run_1/port_trees.png
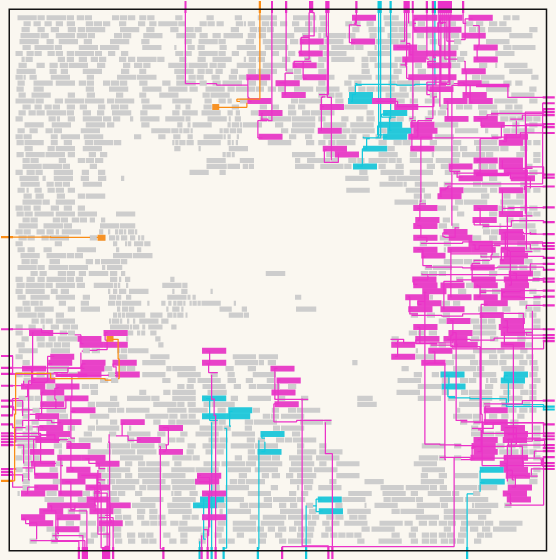
run_1/congestion_map.png
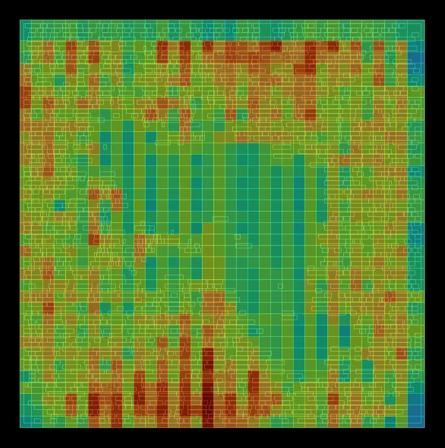
run_1/route_heat.png
The bar under the picture is 50 um long. 24 x 25 tiles, from dark purple (low) to yellow (high), scaled to the fullest tile. Values are wire area over tile area, all layers added.
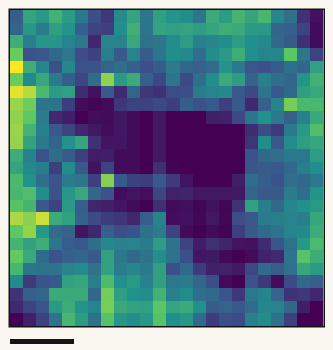
==> config.mk <==
export PLATFORM = sky130hd
export DESIGN_NAME = hwpe_tcdm_flat_bridge
export DESIGN_NICKNAME = d
export VERILOG_FILES = /design/src/rtl/hwpe_tcdm_bridge_package.sv /design/src/rtl/hwpe_tcdm_bridge_fifo.sv /design/src/rtl/hwpe_tcdm_flat_bridge.sv
export SDC_FILE = /design/constraint.sdc
export NUM_CORES = 1
export LEC_CHECK = 0
export CORE_AREA = 2 2 243 245
export DETAILED_ROUTE_END_ITERATION = 12
export DIE_AREA = 0 0 245 247
export GPL_TIMING_DRIVEN = 1
export PLACE_DENSITY = 0.62
export RECOVER_POWER = 50
export SKIP_LAST_GASP = 1
export SYNTH_ARGS = -nofsm -noshare
export SYNTH_HDL_FRONTEND = slang
export SYNTH_HIERARCHICAL = 1
export SYNTH_SLANG_ARGS = --single-unit
==> constraint.sdc <==
create_clock -name clk -period 6.4 [get_ports clk]
set_clock_uncertainty 0.2 [all_clocks]
set_input_delay 1.28 -clock clk [delete_from_list [all_inputs] [get_ports clk]]
set_output_delay 1.28 -clock clk [all_outputs]
set_load 0.02 [all_outputs]
==> results_dict.tcl, run 1 <==
# metrics dict for downstream scripts
set metrics [dict create \
    drv_cap 6 \
    avgSynthCellArea_um2 19.6 \
    non_clock_inverter_count 13 \
    pwr-share-clk_pct 38.9 \
    clockBufferCount 73 \
    drt-total-wl_um 52000 \
    cts_buffers 55 \
    rrSetupSlack_ns 2.13 \
    synthTopLogicFamily "multiplexers" \
    common_cells "edfxtp_1, mux2_2, dfrtp_1, buf_2, a21oi_1" \
    synth_cell_types 46 \
    final_cell_area_um2 29100 \
    flops 537 \
    fp.dieW_um 245 \
    globalplace.congestion 0.778 \
    hold_viol 0 \
    grt_max_degree 70 \
    ys_cells 1026 \
    cts_resized 0 \
    fp-utilization_pct 34.6 \
    core_um2 58200 \
    seq_power_w 0.00404 \
    grt_pass1_vias 12200 \
    top_power_group "registers" \
    clk_share_pct 6.24 \
    vias_per_cell 4.60 \
    violations "max-capacitance violations, max-slew violations" \
    yosys_warnings 6 \
    p_seq_share_pct 49.6 \
    finalNonFillerCells 2508 \
    seq_area_um2 15500 \
    hpwl_um 36800 \
    status "finished, violations left" \
    vdd_ir_drop_max_uv 209 \
    slowest_delay_ns 1.66 \
    placed_area_um2 27300 \
    taps 773 \
    syn_inst 1026 \
    tightest_slew_ns 2.65 \
    ys_sh_simple_pct 2.04 \
    maxSlewViolCount 205 \
    logic_gates 431 \
    largest_class "sequential cells" \
    dp.cells 2397 \
]
Back to the opening pictures, port_trees.png:
Key: orange = tcdm_gnt [bits 3, direction input, edge 2 left, 1 top, end cells 3, wire 225 um]; magenta = eng_add [bits 96, direction input, edge 41 right, 22 top, 17 left, 16 bottom, end cells 192, wire 5,450 um]; cyan = eng_be [bits 12, direction input, edge 6 bottom, 4 top, 2 right, end cells 24, wire 707 um]
boundary pin count: 631
PortBufs: 630

Back to the opening pictures, congestion_map.png:
all-layer global routing usage: 16.4%
GRT met3 Usage: 4.92%
GRT busiest layer: met2
met1 usage in global routing: 18.7%
met2 usage in global routing: 29.5%

Back to the opening pictures, route_heat.png:
8.3% of the tiles are nearly empty. The fullest tile reaches 0.41. 24% of the tiles are over half the peak. The emptiest ninth of the die: center. The mean over all tiles is 0.14.
vias post-DR: 11,500
drt wl/cell: 20.7 um

run_1/class_map.png
The bar under the picture is 50 um long.
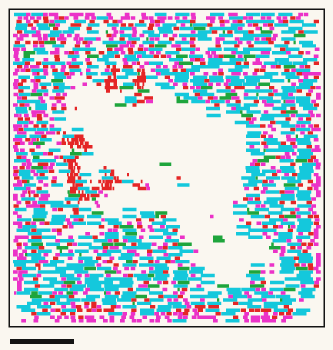

## Run 2: what changed since run 1
==> constraint.sdc (replaced) <==
create_clock -name clk -period 4.4 [get_ports clk]
set_clock_uncertainty 0.2 [all_clocks]
set_input_delay 0.88 -clock clk [delete_from_list [all_inputs] [get_ports clk]]
set_output_delay 0.88 -clock clk [all_outputs]
set_load 0.02 [all_outputs]
run_2/class_map.png
The bar under the picture is 50 um long.
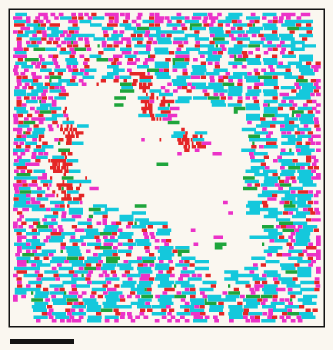
Key: magenta = remaining buffers and delay cells [cells 646, share of their area 23%]; cyan = sequential cells [cells 537, share of their area 55%]; red = remaining logic cells [cells 444, share of their area 16%]; green = clock drivers and dummy loads [cells 105, share of their area 6.5%]
final core occ: 50.3%
Seq area share: 53.0%

==> run 2 against run 1 <==
Net effect: the run still ends with max-capacitance violations, max-slew violations left; register-to-register slack got worse by 1.4 ns; sequential share of layout area decreased by 0.33 points; sequential power increased by 45%; via count increased by 0.54%; wire length decreased by 2.0%; critical path type is now reg -> out; utilization increased by 0.31 points; cell area increased by 0.63%; synthesized cell count unchanged; critical path depth decreased by 5; worst setup slack got worse by 0.82 ns.
==> results_dict.tcl, run 2 <==
# metrics dict for downstream scripts
set metrics [dict create \
    route.met3.wl_um 3820 \
    io_buffers 630 \
    n_all_buffers 646 \
    path_cells "buf_12 -> mux2_2 -> clkdlybuf4s50_1" \
    p_seq_share_pct 49.1 \
    pwr-share-clk_pct 39.3 \
    ys_sh_simple_pct 2.04 \
    top_power_group "registers" \
    largest_class "sequential cells" \
    dp.cells 2400 \
    globalplace.congestion 0.787 \
    non_clock_inverter_count 13 \
    clockBufferDepth 3 \
    top_usage_layer "met2" \
    placed_area_um2 27500 \
    rrSetupSlack_ns 0.76 \
    hold_viol 0 \
    ys_cells 1026 \
    synthTopLogicFamily "multiplexers" \
    core_um2 58200 \
    ios 631 \
    grt_use_met3_pct 5.07 \
    power_switching_w 0.00272 \
    drv_cap 6 \
    floorplan.nets 1344 \
    avgSynthCellArea_um2 19.6 \
    syn_inst 1026 \
    grt_use_met1_pct 18.1 \
    final_cell_area_um2 29300 \
    flops 537 \
    finalNonFillerCells 2518 \
    vias 11600 \
    fp-utilization_pct 34.6 \
    vias_per_cell 4.61 \
    antenna_cells 13 \
    grt.met2_usage_pct 28.5 \
    common_cells "edfxtp_1, mux2_2, dfrtp_1, buf_2, a21oi_1" \
    seq_power_w 0.00587 \
    maxSlewViolCount 241 \
    synth_cell_types 46 \
    tightest_slew_ns 2.12 \
    vdd_ir_drop_max_uv 309 \
    clk_share_pct 6.26 \
    violations "max-capacitance violations, max-slew violations" \
    cts_buffers 57 \
    clockBufferCount 74 \
    seq_area_frac_synth_pct 77.1 \
    taps 773 \
    grt_pass1_vias 12200 \
    yosys_warnings 6 \
    status "finished, violations left" \
    logic_gates 431 \
    drt-total-wl_um 51000 \
    hpwl_um 36000 \
    fp.dieW_um 245 \
    slowest_delay_ns 0.82 \
    power_w 0.0119 \
    h-tree-depth 2 \
    cts_resized 0 \
    cp.depth 3 \
    grt_max_degree 71 \
    critical_path_buf_inv_count 2 \
]
run_2/route_heat.png
The bar under the picture is 50 um long. 24 x 25 tiles, from dark purple (low) to yellow (high), scaled to the fullest tile. Values are wire area over tile area, all layers added.
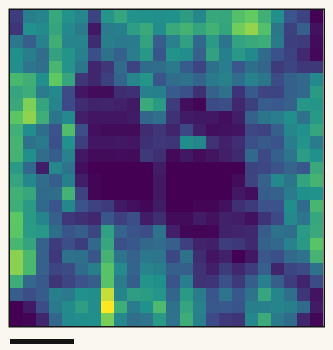
The mean over all tiles is 0.14. 19% of the tiles are over half the peak. The emptiest ninth of the die: center.
all-layer global routing usage: 16.1%
drt wl/cell: 20.2 um

Power is estimated from default activity; no workload was simulated.
